### Drive-strength map, run 1

Scale bar: 50 um.
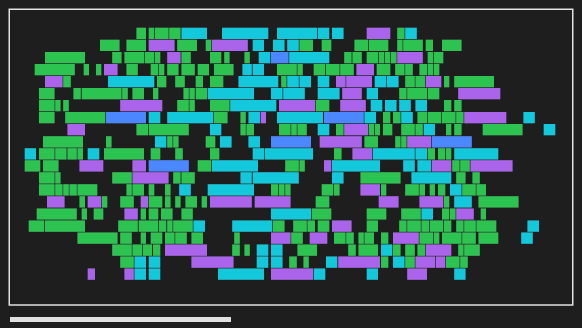
### Clock network drawn from the DEF, run 1

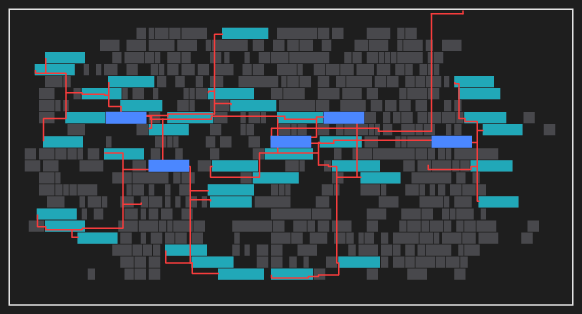
### Sequential cells colored by netlist name, run 1

Scale bar: 50 um. Other sequential cells in the stronger gray, the rest of the logic in the fainter gray.
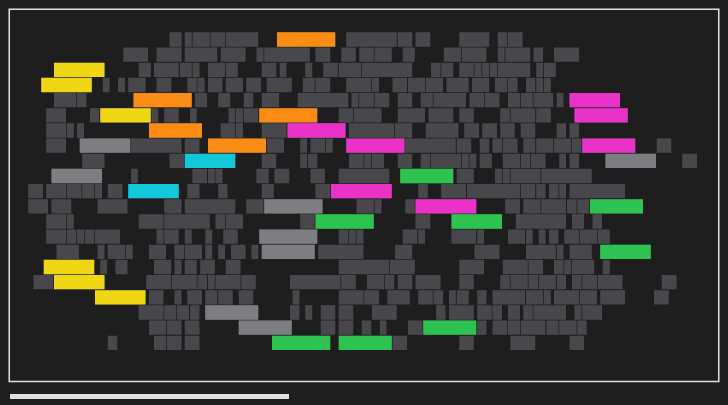
[src/rtl/ship_motion_pkg.sv]
// ============================================================================
// Module      : ship_motion_pkg
// Description : Shared definitions for the ship kinematics stage.
//               - Bit positions of the 6-bit heading code
//                 {sx, mx[1:0], sy, my[1:0]}
//               - Velocity register width
//               - Default screen size
//               - FSM state type
//               - Saturating velocity adder
// Revision    : 1.0 - initial release
// ============================================================================
`default_nettype none

package ship_motion_pkg;

   // Heading code layout; the direction rotator and renderer use the same layout.
   localparam int DIR_W     = 6;
   localparam int DIR_SX    = 5;
   localparam int DIR_MX_HI = 4;
   localparam int DIR_MX_LO = 3;
   localparam int DIR_SY    = 2;
   localparam int DIR_MY_HI = 1;
   localparam int DIR_MY_LO = 0;

   // Velocity registers are 5-bit two's complement.
   localparam int VEL_W = 5;

   localparam int DEF_SCREEN_W = 160;
   localparam int DEF_SCREEN_H = 120;

   typedef enum logic [1:0] {
      ST_IDLE = 2'd0,
      ST_VEL  = 2'd1,
      ST_POS  = 2'd2
   } motionState_t;

   // Adds two velocities one bit wider than the operands, so the sum cannot overflow.
   // The result is then clamped to +-limit.
   function automatic logic signed [VEL_W-1:0] satAdd(
      input logic signed [VEL_W-1:0] a,
      input logic signed [VEL_W-1:0] b,
      input logic signed [VEL_W:0]   limit
   );
      logic signed [VEL_W:0] sum;
      sum = $signed({a[VEL_W-1], a}) + $signed({b[VEL_W-1], b});
      if (sum > limit) begin
         sum = limit;
      end else if (sum < -limit) begin
         sum = -limit;
      end
      return sum[VEL_W-1:0];
   endfunction

endpackage

`default_nettype wire

[src/rtl/ship_motion_dir_axis_decode.sv]
// ============================================================================
// Module      : dir_axis_decode
// Description : Converts one axis of the heading code (a sign bit plus a 2-bit
//               magnitude) into a 5-bit two's-complement step.
//               A negative sign with zero magnitude decodes to 0.
// Ports       : negative  in  1      sign bit (1 = negative)
//               mag       in  2      magnitude 0..3
//               value     out VEL_W  signed step
// Revision    : 1.0 - initial release
// ============================================================================
`default_nettype none

module dir_axis_decode
   import ship_motion_pkg::*;
(
   input  logic                    negative,
   input  logic [1:0]              mag,
   output logic signed [VEL_W-1:0] value
);

   logic signed [VEL_W-1:0] magExt;

   assign magExt = {{(VEL_W-2){1'b0}}, mag};
   assign value  = negative ? -magExt : magExt;

endmodule

`default_nettype wire

[src/rtl/ship_motion.sv]
// ============================================================================
// Module      : ship_motion
// Description : Ship kinematics stage. Each move tick runs a three-step sequence:
//                 IDLE -> VEL -> POS -> IDLE
//               - IDLE latches the heading and thrust.
//               - VEL integrates the heading into velocity, with saturation.
//               - POS integrates velocity into position, wrapping at the
//                 screen edges.
//               respawn overrides everything.
//               Optional macro SHIP_DRAG_EN: on every DRAG_PERIOD-th processed
//               tick without thrust, each velocity axis decays one step
//               toward zero.
// Ports       : clock         in   1     system clock (posedge)
//               resetn        in   1     asynchronous active-low reset
//               move_tick     in   1     one-cycle pulse: start a motion update
//               direction     in   6     heading {sx,mx[1:0],sy,my[1:0]}, y+ = up
//               thrust        in   1     sampled with move_tick
//               respawn       in   1     reload start position, zero velocity
//               ship_x        out  X_W   current x
//               ship_y        out  Y_W   current y (0 = top row)
//               vel_x         out  5     signed x velocity
//               vel_y         out  5     signed y velocity, screen-up positive
//               update_done   out  1     one-cycle pulse: new position valid
//               tick_overrun  out  1     sticky: a move_tick was dropped
// Revision    : 1.0 - initial release
// ============================================================================
`default_nettype none

module ship_motion
   import ship_motion_pkg::*;
#(
   parameter int SCREEN_W = DEF_SCREEN_W,
   parameter int SCREEN_H = DEF_SCREEN_H,
   parameter int X_W      = 8,
   parameter int Y_W      = 7,
   parameter int MAX_VEL  = 7,
   parameter int START_X  = 80,
   parameter int START_Y  = 60
`ifdef SHIP_DRAG_EN
   ,
   parameter int DRAG_PERIOD = 8
`endif
)(
   input  logic                    clock,
   input  logic                    resetn,
   input  logic                    move_tick,
   input  logic [DIR_W-1:0]        direction,
   input  logic                    thrust,
   input  logic                    respawn,
   output logic [X_W-1:0]          ship_x,
   output logic [Y_W-1:0]          ship_y,
   output logic signed [VEL_W-1:0] vel_x,
   output logic signed [VEL_W-1:0] vel_y,
   output logic                    update_done,
   output logic                    tick_overrun
);

   localparam logic signed [VEL_W:0] VEL_LIMIT    = (VEL_W+1)'(MAX_VEL);
   localparam logic signed [X_W+1:0] SCREEN_W_EXT = (X_W+2)'(SCREEN_W);
   localparam logic signed [Y_W+1:0] SCREEN_H_EXT = (Y_W+2)'(SCREEN_H);
   localparam logic [X_W-1:0]        SCREEN_W_N   = X_W'(SCREEN_W);
   localparam logic [Y_W-1:0]        SCREEN_H_N   = Y_W'(SCREEN_H);
   localparam logic [X_W-1:0]        START_X_N    = X_W'(START_X);
   localparam logic [Y_W-1:0]        START_Y_N    = Y_W'(START_Y);

   motionState_t            state;
   motionState_t            stateNext;
   logic                    latchTick;
   logic                    dropTick;
   logic [DIR_W-1:0]        dirQ;
   logic                    thrustQ;
   logic signed [VEL_W-1:0] decX;
   logic signed [VEL_W-1:0] decY;
   logic signed [VEL_W-1:0] velXNext;
   logic signed [VEL_W-1:0] velYNext;
   logic signed [X_W+1:0]   sumX;
   logic signed [Y_W+1:0]   sumY;
   logic [X_W-1:0]          shipXNext;
   logic [Y_W-1:0]          shipYNext;

   dir_axis_decode u_decodeX (
      .negative (dirQ[DIR_SX]),
      .mag      (dirQ[DIR_MX_HI:DIR_MX_LO]),
      .value    (decX)
   );

   dir_axis_decode u_decodeY (
      .negative (dirQ[DIR_SY]),
      .mag      (dirQ[DIR_MY_HI:DIR_MY_LO]),
      .value    (decY)
   );

   // ---------------------------------------------------------------- FSM
   always_ff @(posedge clock or negedge resetn) begin
      if (!resetn) begin
         state <= ST_IDLE;
      end else begin
         state <= stateNext;
      end
   end

   always_comb begin
      stateNext = state;
      latchTick = 1'b0;
      dropTick  = 1'b0;
      case (state)
         ST_IDLE: begin
            if (move_tick) begin
               latchTick = 1'b1;
               stateNext = ST_VEL;
            end
         end
         ST_VEL: begin
            dropTick  = move_tick;
            stateNext = ST_POS;
         end
         ST_POS: begin
            dropTick  = move_tick;
            stateNext = ST_IDLE;
         end
         default: begin
            dropTick  = move_tick;
            stateNext = ST_IDLE;
         end
      endcase
      // A tick arriving together with respawn is swallowed silently.
      if (respawn) begin
         stateNext = ST_IDLE;
         latchTick = 1'b0;
         dropTick  = 1'b0;
      end
   end

   // ---------------------------------------------------------------- drag
`ifdef SHIP_DRAG_EN
   localparam logic [2:0] DRAG_LAST = 3'(DRAG_PERIOD - 1);

   logic [2:0] dragCount;
   logic       dragHit;

   assign dragHit = (dragCount == DRAG_LAST) && !thrustQ;

   function automatic logic signed [VEL_W-1:0] towardZero(input logic signed [VEL_W-1:0] v);
      if (v[VEL_W-1]) begin
         return v + VEL_W'(1);
      end else if (v != '0) begin
         return v - VEL_W'(1);
      end
      return v;
   endfunction
`endif

   // ---------------------------------------------------------------- velocity
   always_comb begin
      velXNext = vel_x;
      velYNext = vel_y;
      if (thrustQ) begin
         velXNext = satAdd(vel_x, decX, VEL_LIMIT);
         velYNext = satAdd(vel_y, decY, VEL_LIMIT);
      end
`ifdef SHIP_DRAG_EN
      else if (dragHit) begin
         velXNext = towardZero(vel_x);
         velYNext = towardZero(vel_y);
      end
`endif
   end

   // ---------------------------------------------------------------- position
   // Positive y velocity means "up", and row 0 is the top of the screen,
   // so y moves opposite to vel_y.
   // Because |vel| < screen size, a single add or subtract brings the sum
   // back into range. The correction is done on the low bits only, which is
   // exact modulo 2^W.
   always_comb begin
      sumX = $signed({2'b00, ship_x}) + $signed({{(X_W+2-VEL_W){vel_x[VEL_W-1]}}, vel_x});
      sumY = $signed({2'b00, ship_y}) - $signed({{(Y_W+2-VEL_W){vel_y[VEL_W-1]}}, vel_y});

      shipXNext = sumX[X_W-1:0];
      if (sumX[X_W+1]) begin
         shipXNext = sumX[X_W-1:0] + SCREEN_W_N;
      end else if (sumX >= SCREEN_W_EXT) begin
         shipXNext = sumX[X_W-1:0] - SCREEN_W_N;
      end

      shipYNext = sumY[Y_W-1:0];
      if (sumY[Y_W+1]) begin
         shipYNext = sumY[Y_W-1:0] + SCREEN_H_N;
      end else if (sumY >= SCREEN_H_EXT) begin
         shipYNext = sumY[Y_W-1:0] - SCREEN_H_N;
      end
   end

   // ---------------------------------------------------------------- datapath
   always_ff @(posedge clock or negedge resetn) begin
      if (!resetn) begin
         ship_x       <= START_X_N;
         ship_y       <= START_Y_N;
         vel_x        <= '0;
         vel_y        <= '0;
         dirQ         <= '0;
         thrustQ      <= 1'b0;
         update_done  <= 1'b0;
         tick_overrun <= 1'b0;
`ifdef SHIP_DRAG_EN
         dragCount    <= '0;
`endif
      end else if (respawn) begin
         ship_x       <= START_X_N;
         ship_y       <= START_Y_N;
         vel_x        <= '0;
         vel_y        <= '0;
         update_done  <= 1'b0;
`ifdef SHIP_DRAG_EN
         dragCount    <= '0;
`endif
      end else begin
         update_done <= (state == ST_POS);
         if (dropTick) begin
            tick_overrun <= 1'b1;
         end
         if (latchTick) begin
            dirQ    <= direction;
            thrustQ <= thrust;
         end
         if (state == ST_VEL) begin
            vel_x <= velXNext;
            vel_y <= velYNext;
`ifdef SHIP_DRAG_EN
            dragCount <= (dragCount == DRAG_LAST) ? 3'd0 : dragCount + 3'd1;
`endif
         end
         if (state == ST_POS) begin
            ship_x <= shipXNext;
            ship_y <= shipYNext;
         end
      end
   end

endmodule

`default_nettype wire

[config.mk]
export PLATFORM = sky130hd
export DESIGN_NAME = ship_motion
export DESIGN_NICKNAME = d
export VERILOG_FILES = /design/src/rtl/ship_motion_pkg.sv /design/src/rtl/ship_motion_dir_axis_decode.sv /design/src/rtl/ship_motion.sv
export SDC_FILE = /design/constraint.sdc
export NUM_CORES = 1
export LEC_CHECK = 0
export CAP_MARGIN = 10
export CORE_ASPECT_RATIO = 0.5
export CORE_MARGIN = 3
export CORE_UTILIZATION = 40
export DETAILED_ROUTE_END_ITERATION = 8
export PLACE_DENSITY = 0.64
export SETUP_SLACK_MARGIN = 0.4
export SYNTH_ARGS = -nofsm -noshare
export SYNTH_HDL_FRONTEND = slang
export SYNTH_SLANG_ARGS = --single-unit
[constraint.sdc]
create_clock -name clock -period 2.98 [get_ports clock]
set_input_delay 0.596 -clock clock [delete_from_list [all_inputs] [get_ports clock]]
set_output_delay 0.596 -clock clock [all_outputs]
set_load 0.1 [all_outputs]
==> out/metrics.csv, run 1 <==
stage;metric;value;unit
route;drt_iter0_drc;140;
route;postRouteAntennaNets;0;
cells_and_area;drive_above_1_share;36.20;%
setup_path;endpoint_kind;register;
place;dpl.hpwl;5.078;mm
logic_synthesis;floorplan.nets;373;
logic_synthesis;top_area_share;25.64;%
logic_synthesis;yosys_most_used_dff;dfrtp_1;
setup_path;cp.arrival;2.97;ns
setup_path;crit_fanout;4;
timing;finalCriticalPeriod;2.762;ns
route;drt_wl_total;7.260;mm
grt;grt_pass1_wl;12.40;mm
logic_synthesis;ys_ff;36;
cells_and_area;area_growth;37.26;%
logic_synthesis;ys_top_cells_by_count;ha_1, dfrtp_1, nor2_1;
logic_synthesis;yosysCellCount;325;
route;dr.pass1.iters;4;
route;wl_per_cell;14.91;um
die;die-area;8444;um2
die;pin_count;38;
die;row_count;21;
grt;grt_max_degree;37;
setup_path;cp.required;3.19;ns
clocking;cts-buffers-inserted;5;
timing;tightest_slew;0.8533;ns
timing;post-route-period-util;92.67;%
clocking;cts_sinks;36;
cells_and_area;comb_area;2161;um2
timing;setup_tns;0;ns
die;core;6884;um2
logic_synthesis;yosysMostFrequentCell;ha_1;
cells_and_area;n_fill_cell;600;
timing;max-slew-margin-rel;43.11;%
place;portBuffers;37;
clocking;cts_tree;done;
run;warning_count;33;
logic_synthesis;yosysTopAreaCell;dfrtp_1;
place;dpl.cell_count;453;
clocking;htree_levels;2;
timing;rsz0062_at_grt;yes;
clocking;clockRootBuffer;clkbuf_16;
grt;grt_usage;18.23;%
timing;hold_violations;0;
cells_and_area;fin_cells;487;
logic_synthesis;ys_seq_share;31.03;%
cells_and_area;diodes;0;
run_status;run_status;finished clean;
timing;max_freq;0.3621;GHz
logic_synthesis;edf_count;0;
timing;slew_viol_final;0;
logic_synthesis;ys_warn_count;0;
clocking;clock_path_buffers;2;
power;ir_worst_vdd;0.0002652;V
logic_synthesis;syn-cell-area;2928;um2
setup_path;start_kind;register;
logic_synthesis;avgSynthCellArea;9.009;um2
timing;setup-violations-final;0;
grt;grt-ovfl-total;0;
route;drc;0;
power;power_leakage;1.753;nW
die;fp_util;42.53;%
clocking;clk_pin_slew_worst_paths;0.06;ns
grt;antenna_found_initial;0;
setup_path;path_class;register to register;
worst_hold_path;hold_class;input pin to asynchronous set/reset pin;
route;vias;2648;
logic_synthesis;synth.distinct_cells;50;
logic_synthesis;topCellsByArea;dfrtp_1, ha_1, dfstp_2;
cells_and_area;nets;442;
route;via_per_inst;5.437;
die;die_width;127.0;um
logic_synthesis;yosys_area;2928;um2
grt;grt_pass1_vias;2647;
die;die_h;66.50;um
logic_synthesis;synthCells;325;
clocking;ctsHoldBuffers;0;
logic_synthesis;ys_async_sr_fraction;100.0;%
power;powerDensity;501.3;nW/um2
run;cap_viol_max_count;0;
place;gp_congestion;0.8321;
Back to the opening pictures, 'Drive-strength map':
green -> _0 and _1 cells  # cells 252, most used nor2_1
blue -> _6 and larger  # cells 6, most used clkbuf_16
purple -> _2 cells  # cells 53, most used dfrtp_2
cyan -> _3 and _4 cells  # cells 84, most used buf_4
final instance area: 4019 um2
setup ws final: 0.2185 ns

Back to the opening pictures, 'Clock network drawn from the DEF':
blue -> clock drivers  # count 5
cyan -> flip-flops  # count 36
red -> clock wires  # length 547 um
routed clock nets = 6
Skew-Pair Late Insertion Delay: 0.28 ns
P_clk: 515 uW
Fin Clk Skew: 0.006974 ns
clock share of power: 25.6%

Back to the opening pictures, 'Sequential cells colored by netlist name':
green -> ship_x  # placed flops 8
yellow -> dirQ  # placed flops 6
cyan -> state  # placed flops 2
magenta -> ship_y  # placed flops 7
orange -> vel_y  # placed flops 5
not colored = 8
final core occ: 58.38%
FF+latch area: 960.9 um2
flop share of the area: 23.91%
Seq. pwr: 571 uW

run 1: through the flow:
step	power (mW)	worst slack [ns]	hold WS (ns)	utilization [%]	instance area, um2
2_1_floorplan	1.160	0.1338	0.3004	-	3055
5_1_grt	2.144	0.1098	0.4862	58.38	4019
3_3_place_gp	1.303	0.2446	0.4687	50.75	3493
6_report	2.015	0.2185	0.4203	58.38	4019
3_5_place_dp	1.327	0.1807	0.4665	50.75	3493
4_1_cts	1.954	0.2795	0.4485	56.67	3901
run 1: repair_timing:
item | 4_1_cts | 5_1_grt
endpoints found under the setup margin | 11 | 13
resized | 26 | 19
cloned | 0 | 0
hold endpoints to repair | 0 | 0
pin swaps | 21 | 9
setup buffers | 20 | 6
run 1: final cells by class:
class                   count  share of cell area, %
repair buffers             69                  13.48
flip-flops and latches     36                  23.91
inverters                  25                  2.397
multi-input cells         257                  53.77
well taps                  92                  2.864
clock inverters             3                 0.4670
clock buffers               5                  3.113
run 1: sequential cells by signal, summed over array words and instances, names as in the netlist:
register,flops
dirQ,6
ship_x,8
ship_y,7
state,2
thrustQ,1
tick_overrun,1
update_done,1
vel_x,5
vel_y,5
run 1: worst paths after layout:
kind                              start            to  slack (ns)  cells past startpoint
setup / recovery               vel_y[0]     ship_y[5]        0.22                     12
hold / removal                   resetn       dirQ[3]        0.42                      1
setup reg to reg               vel_y[0]     ship_y[5]        0.22                     12
hold reg to reg            tick_overrun  tick_overrun        0.48                      1
max in group asynchronous        resetn      vel_y[0]        1.93                      1
min in group clock         tick_overrun  tick_overrun        0.48                      1
run 1: power breakdown:
group | internal, mW | leakage [nW] | switching, mW
sequential | 0.535 | 0.431 | 0.0362
clock | 0.308 | 0.0736 | 0.208
combinational | 0.393 | 1.25 | 0.535
total | 1.24 | 1.75 | 0.779
run 1: cell usage in the layout, fill, tap and decap left out, drive strengths merged, types with 8 or more instances in the layout:
master	Yosys	layout
a21oi	21	21
a211oi	9	9
nand2	19	19
a21o	8	8
clkdlybuf4s50	0	9
ha	33	33
xnor2	12	12
xor2	8	8
o21ai	23	23
buf	1	60
dfrtp	30	30
nor2b	10	10
inv	25	25
nor2	29	29
run 1: metal layers:
| metal | wire [um] | track usage (%) | up-vias |
|---|---|---|---|
| met2 | 3472 | 31.78 | 52 |
| met4 | 68 | 4.679 | 0 |
| met3 | 331 | 4.243 | 6 |
| met1 | 3388 | 23.06 | 1275 |
| met5 | 0 | 0 | - |
| li1 | - | - | 1315 |
run 1: critical path, cell delays in order, from the launching register on:
cell and delay (ns):
dfrtp_4 0.49, ha_4 0.17, fa_2 0.37, nor2b_4 0.14
o31ai_2 0.07, xnor2_1 0.25, buf_4 0.17, inv_1 0.08
ha_1 0.21, and2_1 0.18, a311oi_2 0.32, a211oi_2 0.10
o21ai_1 0.14
run 1: kinds of logic (layout without fill, tap and decap cells):
logic type	after synthesis	in the layout	synth area share [%]
mux	5	5	1.880
xor+xnor	20	20	6.239
buf+inv	32	102	4.102
fa+ha+maj	37	37	16.84
flops	36	36	31.03
compound gates	100	100	23.72
simple gates	95	95	16.20
==> inputs of run 2 (changes only) <==
--- a/config.mk
+++ b/config.mk
@@ -6,9 +6,10 @@
 export NUM_CORES = 1
 export LEC_CHECK = 0
 export CAP_MARGIN = 10
-export CORE_ASPECT_RATIO = 0.5
+export CORE_ASPECT_RATIO = 0.8
 export CORE_MARGIN = 3
 export CORE_UTILIZATION = 40
+export CTS_BUF_LIST = sky130_fd_sc_hd__clkbuf_4 sky130_fd_sc_hd__clkbuf_8 sky130_fd_sc_hd__clkbuf_16
 export DETAILED_ROUTE_END_ITERATION = 8
 export PLACE_DENSITY = 0.64
 export SETUP_SLACK_MARGIN = 0.4
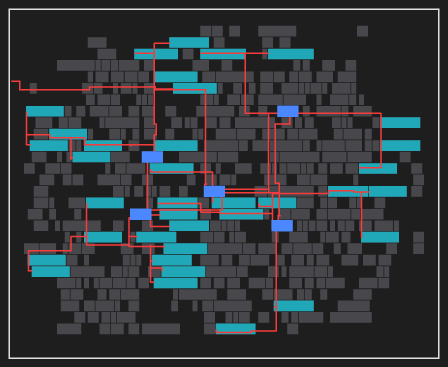
*Clock network drawn from the DEF, run 2*
cyan -> flip-flops  # count 36
red -> clock wires  # length 599 um
blue -> clock drivers  # count 5
routed clock nets = 6
clock share of power: 22.4%
P_clk: 447 uW
Skew-Pair Late Insertion Delay: 0.29 ns
Fin Clk Skew: 0.008921 ns

==> out/metrics.csv, run 2 <==
stage;metric;value;unit
run_status;run_status;finished clean;
die;row_count;27;
logic_synthesis;yosysCellCount;325;
timing;setup-violations-final;0;
cells_and_area;largestRegisters;ship_x x8, ship_y x7, dirQ x6;
clocking;clock_path_buffers;2;
grt;antenna_found_initial;0;
power;power_frac_seq;28.7;%
cells_and_area;lay_top_count;buf_4;
logic_synthesis;ys_warn_count;0;
setup_path;crit_fanout;3;
cells_and_area;area_growth;41.92;%
setup_path;regToRegSetupSlack;0.31;ns
logic_synthesis;ys_ff;36;
timing;rsz0062_at_grt;yes;
route;wl_per_cell;14.93;um
die;die_h;82.52;um
setup_path;cp.required;3.20;ns
logic_synthesis;yosysTopAreaCell;dfrtp_1;
logic_synthesis;ys_seq_share;31.03;%
logic_synthesis;yosys_area;2928;um2
route;drt_wl_total;7.228;mm
grt;grt_pass1_vias;2474;
clocking;ctsHoldBuffers;0;
worst_hold_path;hold_class;input pin to asynchronous set/reset pin;
run;cap_viol_max_count;0;
place;gp_congestion;0.8429;
clocking;cts-buffers-inserted;5;
timing;slew_viol_final;0;
place;placed_cell_area;3480;um2
route;drt_iter0_drc;68;
setup_path;crit_family;adder cells;
timing;finalCriticalPeriod;2.667;ns
logic_synthesis;syn-cell-area;2928;um2
cells_and_area;utilization;59.42;%
logic_synthesis;ys_top_cells_by_count;ha_1, dfrtp_1, nor2_1;
place;dpl.cell_count;447;
place;portBuffers;37;
clocking;cts_sinks;36;
setup_path;rr_startpoint;ship_x[0];
clocking;cts_tree;done;
logic_synthesis;floorplan.nets;373;
cells_and_area;drive_above_1_share;42.32;%
power;pwr-share-comb;48.9;%
power;ir_worst_vdd;0.0002174;V
clocking;clockRootBuffer;clkbuf_8;
logic_synthesis;yosysMostFrequentCell;ha_1;
power;p_sw_share;39.45;%
timing;max-slew-margin-rel;46.06;%
run;warning_count;33;
logic_synthesis;ys_async_sr_fraction;100.0;%
timing;tightest_slew;0.8091;ns
die;die-area;8388;um2
die;pin_count;38;
logic_synthesis;avgSynthCellArea;9.009;um2
logic_synthesis;top_area_share;25.64;%
die;fp_util;41.87;%
logic_synthesis;edf_count;0;
route;via_per_inst;5.341;
clocking;clk_pin_slew_worst_paths;0.08;ns
setup_path;cp_slowest_cell;dfrtp_4;
setup_path;reg2reg_to;ship_x[6];
-- run 2: cell counts after synthesis --
Identical to the previous run, type by type.
-- run 2: layout make-up --
class | count | area [um2] | area share [%]
timing repair buffer | 71 | 575.6 | 13.85
multi-input combinational | 257 | 2300 | 55.34
tap | 87 | 108.9 | 2.620
sequential | 36 | 960.9 | 23.13
clock buffer | 6 | 76.32 | 1.837
clock inverter | 2 | 35.03 | 0.8431
inverter | 25 | 98.84 | 2.379
-- run 2: logic make-up after synthesis --
kind of cell               share of synthesized area (%)
AOI/OAI and AO/OA                                  23.72
xor gates and xnor gates                           6.239
adders and majority gates                          16.84
buffers and inverters                              4.102
DFF                                                31.03
muxes                                              1.880
and+or+nand+nor                                    16.20
-- run 2: timing repair --
| item | in CTS | in global routing |
|---|---|---|
| resized | 23 | 55 |
| pin swaps | 22 | 39 |
| hold endpoints to repair | 0 | 0 |
| setup buffers | 20 | 9 |
| gates cloned | 0 | 0 |
| endpoints found under the setup margin | 10 | 13 |
-- run 2: how the worst max path moves through the flow --
stage / start / end / slack [ns] / cells past startpoint
final: ship_x[0] / ship_x[6] / 0.31 / 10
after global routing: ship_x[0] / ship_x[5] / 0.16 / 12
after CTS: ship_x[0] / ship_x[6] / 0.30 / 10
after detailed placement: vel_x[0] / ship_x[7] / 0.12 / 11
after global placement: vel_x[0] / ship_x[7] / 0.15 / 11
after floorplan: vel_x[0] / ship_x[7] / 0.13 / 11
-- run 2: worst reg2reg max path, stage by stage, from the launching register on --
cell	delay (ns)
dfrtp_4	0.49
ha_4	0.17
fa_2	0.38
a211oi_2	0.24
o21bai_1	0.10
a21oi_2	0.19
xor2_2	0.22
inv_1	0.07
ha_2	0.27
or3_1	0.31
a31oi_1	0.16
-- run 2: power by group through the flow --
stage / clock [mW] / sequential (mW) / combinational, mW
floorplan: 0 / 0.704 / 0.457
global placement: 0 / 0.581 / 0.726
detailed placement: 0 / 0.584 / 0.735
CTS: 0.457 / 0.571 / 0.818
global route: 0.484 / 0.579 / 1.06
finish: 0.447 / 0.573 / 0.976
-- run 2: per-layer routing --
layer,global-route usage [%],share of wire [%]
met5,0,0
met4,5.445,1.3
met3,3.275,3.3
met2,29.96,48
met1,22.25,47
Power is estimated from default activity; no workload was simulated.
